===== src/rtl/bure_stage_id_q.sv =====
// bure_stage_id_q: RV32I decode stage feeding a DEPTH-entry decoded-instruction
// queue between fetch and execute. Each accepted fetch word is decoded and
// queued. Both sides use valid/ready handshakes, and i_flush drops all
// queued work.
// Optional feature: define BURE_ID_ILLEGAL_CHECK_EN to flag opcodes outside
// the RV32I base. When it is set, those words lose rd_wen and op-class flags.
module bure_stage_id_q #(
    parameter int DATA_WIDTH  = 32,
    parameter int ADDR_WIDTH  = 32,
    parameter int INSTR_WIDTH = 32,
    parameter int DEPTH       = 2
) (
    input  logic                    i_clk,
    input  logic                    i_rst,
    input  logic                    i_flush,
    input  logic                    i_instr_valid,
    output logic                    o_instr_ready,
    input  logic [INSTR_WIDTH-1:0]  i_instr,
    input  logic [ADDR_WIDTH-1:0]   i_instr_addr,
    output logic                    o_decode_valid,
    input  logic                    i_decode_ready,
    output logic [ADDR_WIDTH-1:0]   o_pc,
    output logic [2:0]              o_funct3,
    output logic [6:0]              o_funct7,
    output logic [4:0]              o_rs1_addr,
    output logic [4:0]              o_rs2_addr,
    output logic [4:0]              o_rd_addr,
    output logic                    o_rd_wen,
    output logic [DATA_WIDTH-1:0]   o_imm,
    output logic [ADDR_WIDTH-1:0]   o_target,
    output logic                    o_is_imm_op,
    output logic                    o_is_jump_op,
    output logic                    o_is_branch_op,
    output logic                    o_is_load_op,
    output logic                    o_is_store_op,
    output logic                    o_illegal,
    output logic [$clog2(DEPTH):0]  o_count
);

    localparam int PTR_W = $clog2(DEPTH);
    localparam int CNT_W = PTR_W + 1;

    localparam logic [6:0] OPC_LUI      = 7'b0110111;
    localparam logic [6:0] OPC_AUIPC    = 7'b0010111;
    localparam logic [6:0] OPC_JAL      = 7'b1101111;
    localparam logic [6:0] OPC_JALR     = 7'b1100111;
    localparam logic [6:0] OPC_BRANCH   = 7'b1100011;
    localparam logic [6:0] OPC_LOAD     = 7'b0000011;
    localparam logic [6:0] OPC_STORE    = 7'b0100011;
    localparam logic [6:0] OPC_OP_IMM   = 7'b0010011;
    localparam logic [6:0] OPC_OP       = 7'b0110011;
`ifdef BURE_ID_ILLEGAL_CHECK_EN
    localparam logic [6:0] OPC_MISC_MEM = 7'b0001111;
    localparam logic [6:0] OPC_SYSTEM   = 7'b1110011;
`endif

    // One queue entry: everything execute needs, already decoded.
    typedef struct packed {
        logic [ADDR_WIDTH-1:0] pc;
        logic [6:0]            funct7;
        logic [2:0]            funct3;
        logic [4:0]            rs1;
        logic [4:0]            rs2;
        logic [4:0]            rd;
        logic                  rd_wen;
        logic [DATA_WIDTH-1:0] imm;
        logic [ADDR_WIDTH-1:0] target;
        logic                  is_imm;
        logic                  is_jump;
        logic                  is_branch;
        logic                  is_load;
        logic                  is_store;
        logic                  illegal;
    } entry_t;

    logic [31:0]      word;
    logic [31:0]      imm32;
    logic             writes_rd;
    entry_t           dec_raw;
    entry_t           dec;
    entry_t           head;
    entry_t           mem [DEPTH];
    logic [PTR_W-1:0] wr_ptr;
    logic [PTR_W-1:0] rd_ptr;
    logic [CNT_W-1:0] count;
    logic             push;
    logic             pop;

    assign word = i_instr[31:0];

    // Full decode of the incoming fetch word: fields, immediate, class, target.
    // NOTE: every signal driven here gets a default first, so no path leaves it unassigned (no latch).
    always_comb begin
        dec_raw        = '0;
        imm32          = '0;
        writes_rd      = 1'b0;
        dec_raw.pc     = i_instr_addr;
        dec_raw.funct7 = word[31:25];
        dec_raw.rs2    = word[24:20];
        dec_raw.rs1    = word[19:15];
        dec_raw.funct3 = word[14:12];
        dec_raw.rd     = word[11:7];
        case (word[6:0])
            OPC_LUI, OPC_AUIPC: begin
                imm32     = {word[31:12], 12'b0};
                writes_rd = 1'b1;
            end
            OPC_JAL: begin
                imm32           = {{12{word[31]}}, word[19:12], word[20], word[30:21], 1'b0};
                writes_rd       = 1'b1;
                dec_raw.is_jump = 1'b1;
            end
            OPC_JALR: begin
                imm32           = {{20{word[31]}}, word[31:20]};
                writes_rd       = 1'b1;
                dec_raw.is_jump = 1'b1;
            end
            OPC_BRANCH: begin
                imm32             = {{20{word[31]}}, word[7], word[30:25], word[11:8], 1'b0};
                dec_raw.is_branch = 1'b1;
            end
            OPC_LOAD: begin
                imm32           = {{20{word[31]}}, word[31:20]};
                writes_rd       = 1'b1;
                dec_raw.is_load = 1'b1;
            end
            OPC_STORE: begin
                imm32            = {{20{word[31]}}, word[31:25], word[11:7]};
                dec_raw.is_store = 1'b1;
            end
            OPC_OP_IMM: begin
                imm32          = {{20{word[31]}}, word[31:20]};
                writes_rd      = 1'b1;
                dec_raw.is_imm = 1'b1;
            end
            OPC_OP: writes_rd = 1'b1;
            default: ;
        endcase
        dec_raw.rd_wen = writes_rd && (word[11:7] != 5'd0);
        dec_raw.imm    = DATA_WIDTH'(signed'(imm32));
        dec_raw.target = i_instr_addr + ADDR_WIDTH'(signed'(imm32));
    end

`ifdef BURE_ID_ILLEGAL_CHECK_EN
    // Opcodes outside the RV32I base are flagged and stripped of side effects.
    always_comb begin
        dec = dec_raw;
        case (word[6:0])
            OPC_LUI, OPC_AUIPC, OPC_JAL, OPC_JALR, OPC_BRANCH, OPC_LOAD,
            OPC_STORE, OPC_OP_IMM, OPC_OP, OPC_MISC_MEM, OPC_SYSTEM: dec.illegal = 1'b0;
            default: begin
                dec.illegal   = 1'b1;
                dec.rd_wen    = 1'b0;
                dec.is_imm    = 1'b0;
                dec.is_jump   = 1'b0;
                dec.is_branch = 1'b0;
                dec.is_load   = 1'b0;
                dec.is_store  = 1'b0;
            end
        endcase
    end
`else
    assign dec = dec_raw;
`endif

    // Ready/valid come only from the registered count, so the two sides never combine.
    assign o_instr_ready  = (count < CNT_W'(DEPTH));
    assign o_decode_valid = (count != '0);
    assign push           = i_instr_valid && o_instr_ready && !i_flush;
    assign pop            = o_decode_valid && i_decode_ready && !i_flush;

    // Queue bookkeeping: reset beats flush, and flush beats push and pop.
    // NOTE: state uses non-blocking assignments so every update sees pre-edge values.
    always_ff @(posedge i_clk) begin
        if (i_rst) begin
            wr_ptr <= '0;
            rd_ptr <= '0;
            count  <= '0;
        end else if (i_flush) begin
            wr_ptr <= '0;
            rd_ptr <= '0;
            count  <= '0;
        end else begin
            if (push) wr_ptr <= wr_ptr + PTR_W'(1);
            if (pop)  rd_ptr <= rd_ptr + PTR_W'(1);
            case ({push, pop})
                2'b10:   count <= count + CNT_W'(1);
                2'b01:   count <= count - CNT_W'(1);
                default: ;
            endcase
        end
    end

    // Entry storage is written on push only.
    // NOTE: storage has no reset; count gates every read, so stale contents are never visible.
    always_ff @(posedge i_clk) begin
        if (push) mem[wr_ptr] <= dec;
    end

    // Head entry, with the whole payload held at zero while the queue is empty.
    always_comb begin
        head = '0;
        if (o_decode_valid) head = mem[rd_ptr];
    end

    assign o_pc           = head.pc;
    assign o_funct3       = head.funct3;
    assign o_funct7       = head.funct7;
    assign o_rs1_addr     = head.rs1;
    assign o_rs2_addr     = head.rs2;
    assign o_rd_addr      = head.rd;
    assign o_rd_wen       = head.rd_wen;
    assign o_imm          = head.imm;
    assign o_target       = head.target;
    assign o_is_imm_op    = head.is_imm;
    assign o_is_jump_op   = head.is_jump;
    assign o_is_branch_op = head.is_branch;
    assign o_is_load_op   = head.is_load;
    assign o_is_store_op  = head.is_store;
    assign o_illegal      = head.illegal;
    assign o_count        = count;

endmodule


===== config.mk =====
export PLATFORM = sky130hd
export DESIGN_NAME = bure_stage_id_q
export DESIGN_NICKNAME = d
export VERILOG_FILES = /design/src/rtl/bure_stage_id_q.sv
export SDC_FILE = /design/constraint.sdc
export NUM_CORES = 1
export LEC_CHECK = 0
export ABC_AREA = 1
export CORE_MARGIN = 2
export CORE_UTILIZATION = 46
export CTS_CLUSTER_DIAMETER = 120
export DETAILED_ROUTE_END_ITERATION = 10
export PLACE_DENSITY = 0.81
export SYNTH_ARGS = -nofsm -noshare
export SYNTH_HDL_FRONTEND = slang
export SYNTH_SLANG_ARGS = --single-unit

===== constraint.sdc =====
create_clock -name i_clk -period 8.5 [get_ports i_clk]
set_clock_uncertainty 0.2 [all_clocks]
set_input_delay 1.7 -clock i_clk [delete_from_list [all_inputs] [get_ports i_clk]]
set_output_delay 1.7 -clock i_clk [all_outputs]
set_load 0.01 [all_outputs]

Fig. 1: run 1, wires at chosen ports, followed through buffers
Drawn at 2 px/µm.
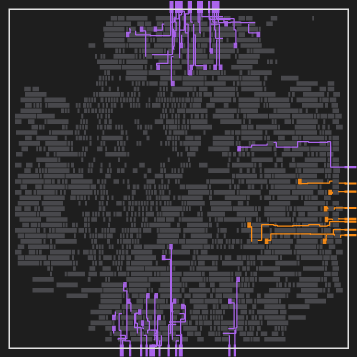
| color | port | bits | direction | edge | end cells | buffers | wire |
|---|---|---|---|---|---|---|---|
| orange | o_funct7 | 7 | output | east | 7 | 7 | 166 µm |
| purple | o_pc | 32 | output | 16 north, 15 south, 1 east | 32 | 32 | 998 µm |
Ports: 201
PortBufs: 199

Fig. 2: run 1, cell area per tile
Drawn at 2 px/µm. 17 x 17 tiles, from dark blue (low) to red (high), 0 to 100% covered.
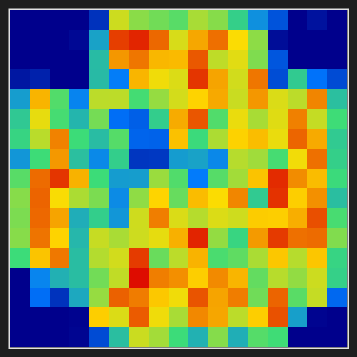
fullest tile: 99%
tiles over 75% full: 29%
nearly empty tiles: 13%
mean over tiles: 54%
core area: 26800 µm²
Post-Route Utilization: 58.58%

==> results_slide.txt, run 1 <==
Run Summary

Yosys
  – Ys flops: 259
  – Sequential area share after synthesis: 61.93%
  – Cell taking the most area after synthesis: edfxtp_1
  – FFs w/ async S/R, synth: 0%
  – Mapped cell area: 12480 µm²
  – Total number of yosys warnings: 0
  – Top cells by count: 477 x nand2_1, 254 x edfxtp_1, 153 x a21oi_1
  – EDFF count, synth: 254
  – Distinct cell type count after synthesis: 38
  – Ys cells: 1291
  – Yosys Chip Area: 12480 µm²
  – Area share of the largest cell type after synthesis: 61.13%
  – Post-synthesis instance total: 1291

Min path
  – Hold_sp: rd_ptr$_SDFFE_PP0P_
  – Hold depth: 2
  – HP Class: reg2reg

Clocking
  – CTS tree: yes
  – Clock buffer depth: 3
  – Latency at later pin: 0.54 ns
  – H-Tree Depth: 1
  – Hold Buf Count CTS: 0

Floorplan
  – Die Height: 168.7 µm
  – Die Span X: 168.7 µm

Worst setup path
  – R2r startpoint: o_count[1]$_SDFFE_PP0P_
  – Crit end category: primary output
  – R2r endpoint: o_count[1]$_SDFFE_PP0P_
  – Setup crit start kind: flip-flop
  – Crit path DAT: 3.74 ns
  – CP max stage delay: 0.83 ns
  – Max FO, Critical Path: 75
  – CP Class: reg2out
  – CP cell instances: clkinv_2 > buf_4 > nand2_1 > a21oi_1 > clkdlybuf4s50_1

Power and ir drop
  – Switching share of power: 21.64%
  – Clock network fraction of design power: 41.6%
  – Power share of the combinational group: 8.5%
  – Sequential power share: 50.0%
  – Leak: 0.006384 µW

GRT
  – Total GRT Usage: 23.43%
  – Vias in the first global route: 9525
  – Met2 Use GR: 38.99%
  – Met1 usage: 33.04%
  – Met3 Track Usage GR: 3.063%
  – Grt total ovfl: 0
  – Largest net degree at the start of global routing: 118
  – First-pass GRT wire length: 51830 µm
  – Most used routing layer: met2

Run status
  – Status: completed

Detailed routing
  – # DRC: 0
  – 1st-pass router iterations: 5
  – Wire length per cell: 18.44 µm
  – Vias per inst: 5.344
  – ANT nets after route: 0
  – Drt total wl: 33890 µm

Final timing
  – Final TNS setup: 0 ns
  – Fin Hold WS: 0.2857 ns
  – Final setup violation count: 0
  – Fin crit period: 5.636 ns
  – Worst-Margin Slew: 0.8866 ns

Final layout
  – Fill count: 2214

Placement
  – Placed insts: 1792

Run
  – Tool warnings: 30
Fig. 3: run 1, placement view
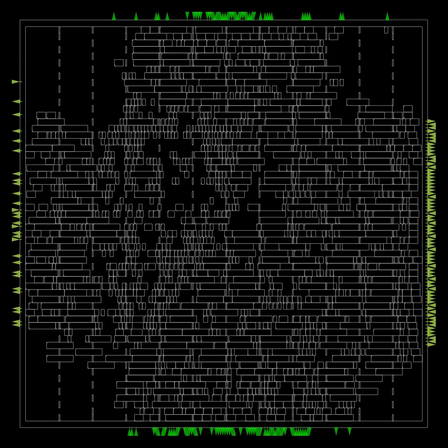
fin cells: 1838
registers: 259
number of core rows: 60
tapcell count: 341

Fig. 4: run 1, sizing map
Drawn at 2 px/µm.
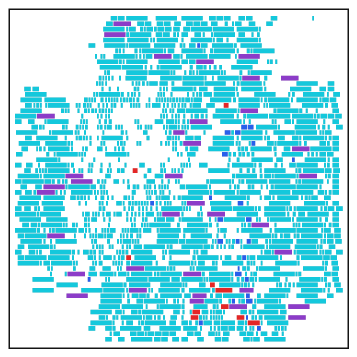
| color | size | cells |
|---|---|---|
| cyan | x1 and smaller | 1424 |
| red | x3 and x4 | 10 |
| purple | x6 and larger | 36 |
| blue | x2 | 27 |
Syn-to-layout area delta: 25.83%
Setup WS post-layout: 2.864 ns
Non-CTS buffers: 205
Design Area, Final: 15700 µm²

## run 1: per-layer routing
metal | part of all wire (%) | vias to the layer above | wire (µm)
met5 | 0 | - | 0
met4 | 2.0 | 0 | 679
met3 | 7.4 | 42 | 2501
met2 | 48 | 409 | 16350
met1 | 42 | 4685 | 14350
li1 | - | 4687 | -
## run 1: worst max path at each step
stage,from,endpoint,slack (ns),cells after the start
floorplan,i_flush,mem[1][0]$_DFFE_PP_,0.47,3
global placement,i_instr[6],mem[0][23]$_DFFE_PP_,2.80,13
detailed placement,i_instr[6],mem[0][23]$_DFFE_PP_,2.67,13
CTS,flip-flop,o_target[17],2.86,5
global route,flip-flop,o_target[17],2.67,5
finish,flip-flop,o_target[17],2.86,5
## run 1: worst max-delay path, delay by kind of cell (launching register included)
family                 cells  cell delay (ns)
buffers and inverters      3             2.02
DFF                        1             0.74
and+or+nand+nor            1             0.15
AOI/OAI and AO/OA          1             0.17
## run 1: cells by family after synthesis
group / count (synthesis) / synth area share [%]
adders and majority gates: 33 / 3.369
and+or+nand+nor: 622 / 20.09
DFF: 259 / 61.93
other: 1 / 0.03006
xor gates and xnor gates: 17 / 1.193
buffers and inverters: 170 / 5.315
AOI/OAI and AO/OA: 189 / 8.073
## run 1: metrics by stage
step                      total power (µW)  setup slack (ns)
final                                 2910             2.864
after CTS                             2923             2.865
after detailed placement              1724             2.666
after floorplan                       1604            0.4661
after global placement                1719             2.802
after global routing                  2997             2.666
## run 1: area by class of cell
class	instances	area, µm²	share of cell area, %
Multi-Input combinational cell	862	4109	26.17
Tap cell	341	426.7	2.718
Sequential cell	259	7731	49.24
Clock inverter	16	235.2	1.498
Timing Repair Buffer	205	2062	13.13
Inverter	125	470.5	2.996
Clock buffer	30	665.6	4.240
## run 1: flip-flops by register name (all words and copies together) (netlist names), named ones only
| signal | flops |
|---|---|
| wr_ptr | 1 |
| o_count | 2 |
| rd_ptr | 1 |
| mem | 254 |
## run 1: power groups by stage
| stage | registers (µW) | clock network (µW) | logic, µW |
|---|---|---|---|
| final | 1450 | 1210 | 246 |
| after global routing | 1460 | 1270 | 268 |
| after CTS | 1450 | 1220 | 245 |
| after detailed placement | 1480 | 0 | 243 |
| after global placement | 1480 | 0 | 240 |
| after floorplan | 1480 | 0 | 120 |
## run 1: layout by cell type (no fill, tap or decap), drive strengths merged
cell type / netlist / final
nor2: 70 / 70
bufinv: 0 / 6
and2: 4 / 4
nand4: 7 / 7
a32oi: 1 / 1
clkinv: 0 / 11
o21bai: 4 / 4
edfxtp: 254 / 254
o22ai: 1 / 1
a21o: 3 / 3
ha: 32 / 32
buf: 19 / 6
a21oi: 153 / 153
fa: 1 / 1
nand3: 44 / 44
xnor2: 1 / 1
xor2: 16 / 16
a22oi: 1 / 1
dfxtp: 5 / 5
nand2: 484 / 484
o21ai: 25 / 25
clkdlybuf4s50: 0 / 199
inv: 125 / 124
nor3: 8 / 8
or2: 1 / 1
clkbuf: 26 / 30
nor4: 4 / 4
conb: 1 / 1
o211ai: 1 / 1
Fig. 5: run 1, met1 routing
Drawn at 3 px/µm. Supply wires on this layer in gray. Cells faint in the background.
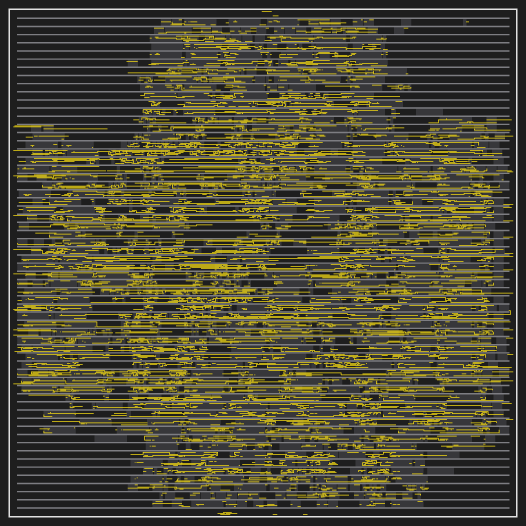

==> run 2: changes to the inputs <==
--- a/config.mk
+++ b/config.mk
@@ -10,7 +10,7 @@
 export CORE_UTILIZATION = 46
 export CTS_CLUSTER_DIAMETER = 120
 export DETAILED_ROUTE_END_ITERATION = 10
-export PLACE_DENSITY = 0.81
+export PLACE_DENSITY = 0.78
 export SYNTH_ARGS = -nofsm -noshare
 export SYNTH_HDL_FRONTEND = slang
 export SYNTH_SLANG_ARGS = --single-unit
==> constraint.sdc (replaced) <==
create_clock -name i_clk -period 5.8 [get_ports i_clk]
set_clock_uncertainty 0.2 [all_clocks]
set_input_delay 1.16 -clock i_clk [delete_from_list [all_inputs] [get_ports i_clk]]
set_output_delay 1.16 -clock i_clk [all_outputs]
set_load 0.01 [all_outputs]
Fig. 6: run 2, met1 routing
Drawn at 3 px/µm. Supply wires on this layer in gray. Cells faint in the background.
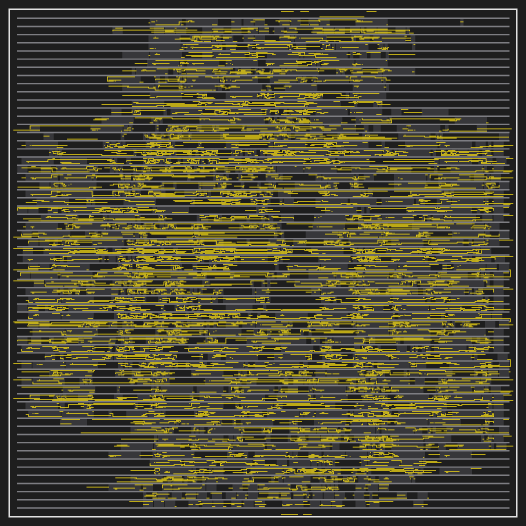
wire length on this layer: 15200 µm
share of all routed wire: 45%
main direction: horizontal
nets with wire on the layer: 1482
longest straight run: 71.8 µm

Fig. 7: run 2, wires at chosen ports, followed through buffers
Drawn at 2 px/µm.
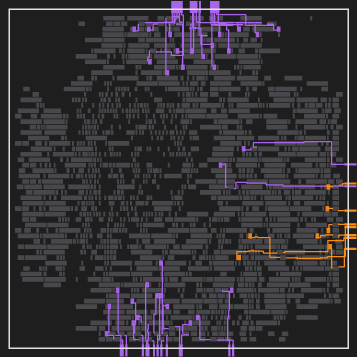
| color | port | bits | direction | edge | end cells | buffers | wire |
|---|---|---|---|---|---|---|---|
| purple | o_pc | 32 | output | 16 north, 14 south, 2 east | 32 | 32 | 975 µm |
| orange | o_funct7 | 7 | output | east | 7 | 7 | 200 µm |

==> results_slide.txt, run 2 <==
Run Summary

Run status
  – Status: completed

Yosys
  – Ys cells: 1291
  – Mapped cell area: 12480 µm²
  – Distinct cell type count after synthesis: 38
  – EDFF count, synth: 254
  – FFs w/ async S/R, synth: 0%
  – Total number of yosys warnings: 0
  – Top cells by count: 477 x nand2_1, 254 x edfxtp_1, 153 x a21oi_1
  – Sequential area share after synthesis: 61.93%
  – Post-synthesis instance total: 1291
  – Cell taking the most area after synthesis: edfxtp_1

Final layout
  – Most flop-heavy register: mem
  – Max FFs per register: 254
  – Dominant logic cell type in the layout: nand2_1
  – Syn-to-layout area delta: 25.38%

Clocking
  – Hold Buf Count CTS: 0
  – H-Tree Depth: 1
  – Clock buffer depth: 3
  – CTS tree: yes

Worst setup path
  – Crit path DAT: 4.68 ns
  – Setup crit start kind: primary input
  – CP startpoint: i_instr[5]
  – CP Class: in2reg
  – CP bufs+invs: 4
  – CP cell instances: clkdlybuf4s50_1 > inv_2 > nor2_4 > nand3_4 > nand2_2 > nand2_2 > o21ai_0 > ha_1 > inv_1 > fa_1 > inv_1 > nand3_1 > nand3_1 > nand2_1 > nand2_1 > nand2_1 > nand3_1 > xor2_1
  – CP delay by family, top: simple AND/OR/NAND/NOR gates
  – Max FO, Critical Path: 5
  – R2r endpoint: mem[0][80]$_DFFE_PP_

Run
  – Tool warnings: 26

GRT
  – Vias in the first global route: 9489
  – Largest net degree at the start of global routing: 84
  – Total GRT Usage: 23.56%
  – First-pass GRT wire length: 52250 µm

Power and ir drop
  – Power share of the combinational group: 9.1%
  – Clock network fraction of design power: 38.4%
  – Leak: 0.006353 µW

Placement
  – PortBufs: 199
  – Placed insts: 1799

Floorplan
  – Die Span X: 168.7 µm
  – Ports: 201

Detailed routing
  – Drt total wl: 34060 µm
  – # DRC: 0
  – Wire length per cell: 18.50 µm
  – 1st-pass router iterations: 5

Min path
  – HP Class: reg2reg
  – Hold depth: 2

Final timing
  – Fin crit period: 4.575 ns
run 2: power by group through the flow:
stage | clock network [µW] | logic [µW] | registers (µW)
after global routing | 1650 | 401 | 2130
after global placement | 0 | 359 | 2170
final | 1560 | 368 | 2130
after floorplan | 0 | 176 | 2170
after detailed placement | 0 | 364 | 2170
after CTS | 1580 | 367 | 2130
run 2: stage by stage:
| step | instance area (µm²) | worst slack (ns) | util [%] | hold WS [ns] | power [µW] |
|---|---|---|---|---|---|
| 4_1_cts | 15640 | 1.238 | 58.36 | 0.2844 | 4078 |
| 6_report | 15640 | 1.225 | 58.37 | 0.2822 | 4057 |
| 2_1_floorplan | 12480 | 0.4471 | - | 0.2474 | 2347 |
| 3_3_place_gp | 14880 | 0.7984 | 55.51 | 0.2531 | 2526 |
| 3_5_place_dp | 14880 | 0.7329 | 55.51 | 0.2724 | 2533 |
| 5_1_grt | 15640 | 0.9870 | 58.37 | 0.3242 | 4182 |
run 2: metal layers:
| layer | global-route usage [%] | wire length (µm) |
|---|---|---|
| met1 | 34.10 | 15180 |
| met2 | 37.67 | 15610 |
| met3 | 3.086 | 2325 |
| met4 | 6.522 | 949 |
| met5 | 0 | 0 |
run 2: worst max-delay path by stage:
stage	to	cells after the start
after floorplan	mem[1][0]$_DFFE_PP_	3
after global routing	mem[0][21]$_DFFE_PP_	18
after CTS	o_imm[1]	5
final	mem[0][21]$_DFFE_PP_	18
after detailed placement	mem[0][21]$_DFFE_PP_	18
after global placement	mem[0][21]$_DFFE_PP_	18
run 2: worst reg2reg max path, delay by kind of cell (launching register included):
family        cells  cell delay, ns
simple gates      3            1.29
buf+inv           1            0.45
flops             1            0.37
run 2: cell families after synthesis:
group | share of synthesized area [%]
and+or+nand+nor | 20.09
adders and majority gates | 3.369
xor gates and xnor gates | 1.193
buffers and inverters | 5.315
AOI/OAI and AO/OA | 8.073
other | 0.03006
DFF | 61.93
run 2: final cells by class:
type | count | area, µm² | area share (%)
Clock buffer | 31 | 648.1 | 4.143
Tap cell | 341 | 426.7 | 2.727
Multi-Input combinational cell | 862 | 4109 | 26.27
Sequential cell | 259 | 7731 | 49.42
Clock inverter | 10 | 116.4 | 0.7438
Inverter | 125 | 470.5 | 3.007
Timing Repair Buffer | 212 | 2140 | 13.68
Antenna cell | 1 | 2.502 | 0.01600
Fig. 8: run 2, placement view
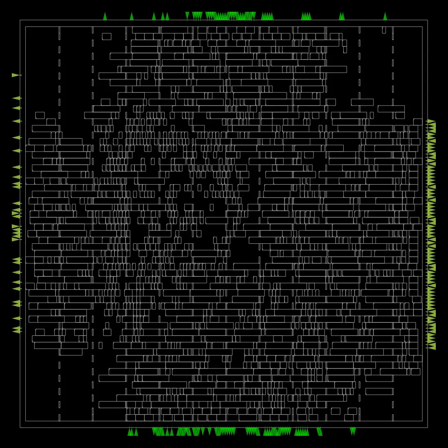

==> run 3: changes to the inputs <==
--- a/config.mk
+++ b/config.mk
@@ -10,7 +10,7 @@
 export CORE_UTILIZATION = 46
 export CTS_CLUSTER_DIAMETER = 120
 export DETAILED_ROUTE_END_ITERATION = 10
-export PLACE_DENSITY = 0.78
+export PLACE_DENSITY = 0.81
 export SYNTH_ARGS = -nofsm -noshare
 export SYNTH_HDL_FRONTEND = slang
 export SYNTH_SLANG_ARGS = --single-unit
==> constraint.sdc (replaced) <==
create_clock -name i_clk -period 3.8 [get_ports i_clk]
set_clock_uncertainty 0.2 [all_clocks]
set_input_delay 0.76 -clock i_clk [delete_from_list [all_inputs] [get_ports i_clk]]
set_output_delay 0.76 -clock i_clk [all_outputs]
set_load 0.01 [all_outputs]
Fig. 9: run 3, placement view
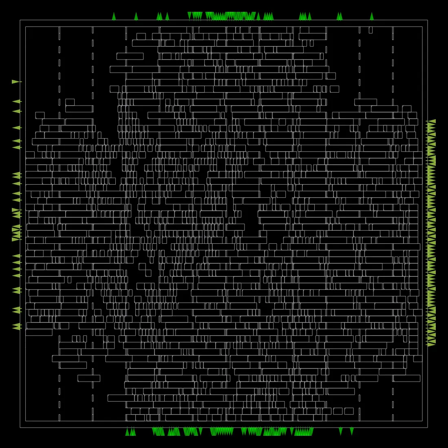
fin cells: 1945
Post-Route Utilization: 61.83%
Seq/total area: 46.66%
fill count: 2082

==> results_slide.txt, run 3 <==
Run Summary

Run status
  – Status: completed

Power and ir drop
  – Sequential power share: 51.2%
  – Total power: 6347 µW
  – Power share of the combinational group: 10.0%
  – Switching share of power: 22.35%
  – Leak: 0.006902 µW

Min path
  – HP Class: reg2reg
  – Hold_sp: rd_ptr$_SDFFE_PP0P_

Yosys
  – Mux area share: 0%
  – Total number of yosys warnings: 0
  – Distinct cell type count after synthesis: 38
  – Yosys Chip Area: 12480 µm²
  – Area share of the largest cell type after synthesis: 61.13%
  – Sequential area share after synthesis: 61.93%
  – Cell taking the most area after synthesis: edfxtp_1
  – Simple-Gate Area Share: 20.09%
  – Post-synthesis instance total: 1291
  – XOR Share, Synth: 1.193%
  – Ys cells: 1291
  – AO/OA Area Share: 8.073%
  – Synth Area in Adders: 3.369%
  – EDFF count, synth: 254
  – Top logic family: simple AND/OR/NAND/NOR gates
  – Top cells by count: 477 x nand2_1, 254 x edfxtp_1, 153 x a21oi_1

Detailed routing
  – # DRC: 0
  – Vias per inst: 5.216
  – ANT nets after route: 0
  – Drt total wl: 34700 µm

Placement
  – Placement Setup Slack: -0.4116 ns
  – PortBufs: 199
  – Placed insts: 1898
  – Area post-placement: 15710 µm²

Clocking
  – H-Tree Depth: 1
  – Clock buffer depth: 3
  – Hold Buf Count CTS: 0

Worst setup path
  – Crit path DAT: 3.66 ns
  – Max FO, Critical Path: 9
  – CP startpoint: i_instr[6]
  – CP bufs+invs: 2
  – CP delay by family, top: simple AND/OR/NAND/NOR gates
  – R2r startpoint: o_count[0]$_SDFFE_PP0P_
  – Setup crit start kind: primary input
  – CP max stage delay: 0.61 ns
  – CP cell instances: clkdlybuf4s50_1 > nor2_1 > nand3_1 > inv_1 > o21ai_0 > nand3_1 > ha_1 > nand2_1 > nor2_1 > nand2_1 > nor4_1 > nand2_1 > nand3_1 > nand2_1
  – Crit end category: flip-flop
  – Setup crit end: mem[1][32]$_DFFE_PP_

GRT
  – Vias in the first global route: 9833
  – Grt total ovfl: 0
  – Total GRT Usage: 23.92%

Final timing
  – Worst-Margin Slew: 0.7837 ns
  – Fin Hold WS: 0.2761 ns
  – Setup WS post-layout: 0.2005 ns
  – Final setup violation count: 0

Floorplan
  – Ports: 201
  – Die Span X: 168.7 µm
  – Core area: 26800 µm²
  – Number of core rows: 60

Final layout
  – Most frequent cells in the layout: 475 x nand2_1, 254 x edfxtp_1, 199 x clkdlybuf4s50_1
  – Syn-to-layout area delta: 32.80%
  – Most flop-heavy register: mem
Fig. 10: run 3, met1 routing
Drawn at 3 px/µm. Supply wires on this layer in gray. Cells faint in the background.
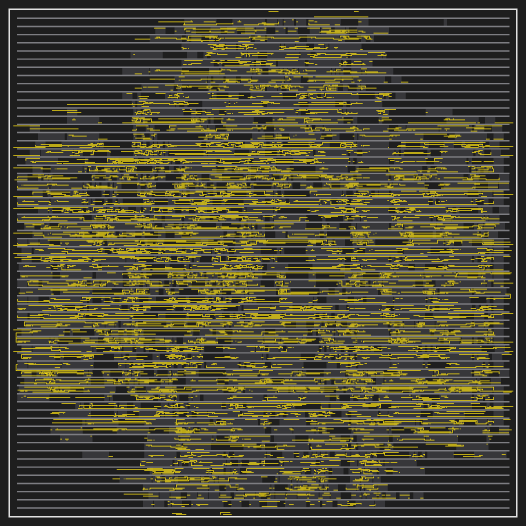
wire length on this layer: 14500 µm
longest straight run: 58.9 µm
share of all routed wire: 42%
via count: 10145
met1 usage: 33.00%

## run 3: worst min-delay path by stage
stage / end / slack (ns) / depth (start not counted)
2_1_floorplan: flip-flop / 0.25 / 2
3_3_place_gp: flip-flop / 0.25 / 2
3_5_place_dp: flip-flop / 0.27 / 2
4_1_cts: flip-flop / 0.27 / 2
5_1_grt: flip-flop / 0.29 / 2
6_report: flip-flop / 0.28 / 2
## run 3: power by group through the flow
stage | Sequential, µW | Combinational (µW) | Clock [µW]
6_report | 3250 | 632 | 2460
5_1_grt | 3260 | 685 | 2600
4_1_cts | 3250 | 625 | 2510
3_5_place_dp | 3310 | 620 | 0
3_3_place_gp | 3310 | 611 | 0
2_1_floorplan | 3310 | 268 | 0
## run 3: worst register-to-register path: stages (launching register included)
cell and delay, ns:
dfxtp_1 0.38, nor2_4 0.57, buf_12 0.33, inv_1 0.11
nand2_1 0.13, nor2_1 0.06, ha_1 0.30, or2_2 0.31
a21oi_1 0.15
## run 3: cell type report
type	count	area, µm²	area share, %
Timing Repair Buffer	311	2970	17.93
Clock buffer	33	698.2	4.214
Antenna cell	1	2.502	0.01510
Tap cell	341	426.7	2.575
Inverter	125	470.5	2.839
Clock inverter	13	107.6	0.6494
Multi-Input combinational cell	862	4163	25.12
Sequential cell	259	7731	46.66
## run 3: metrics by stage
step / setup TNS [ns] / util [%]
after global routing: -0.009814 / 61.83
final: 0 / 61.83
after global placement: -8.507 / 58.61
after floorplan: -291.37 / -
after CTS: 0 / 61.62
after detailed placement: -14.30 / 58.61
## run 3: kinds of logic after synthesis
group,count (synthesis)
AND-OR/OR-AND,189
AND/OR/NAND/NOR,622
flip-flops,259
XOR/XNOR,17
adder cells (fa/ha/maj),33
other,1
buffers and inverters,170
## run 3: routing by layer
metal	share of wire (%)	track usage, %
met1	42	33.00
met2	47	39.22
met3	7.8	3.577
met4	3.1	7.721
met5	0	0
Power is estimated from default activity; no workload was simulated.
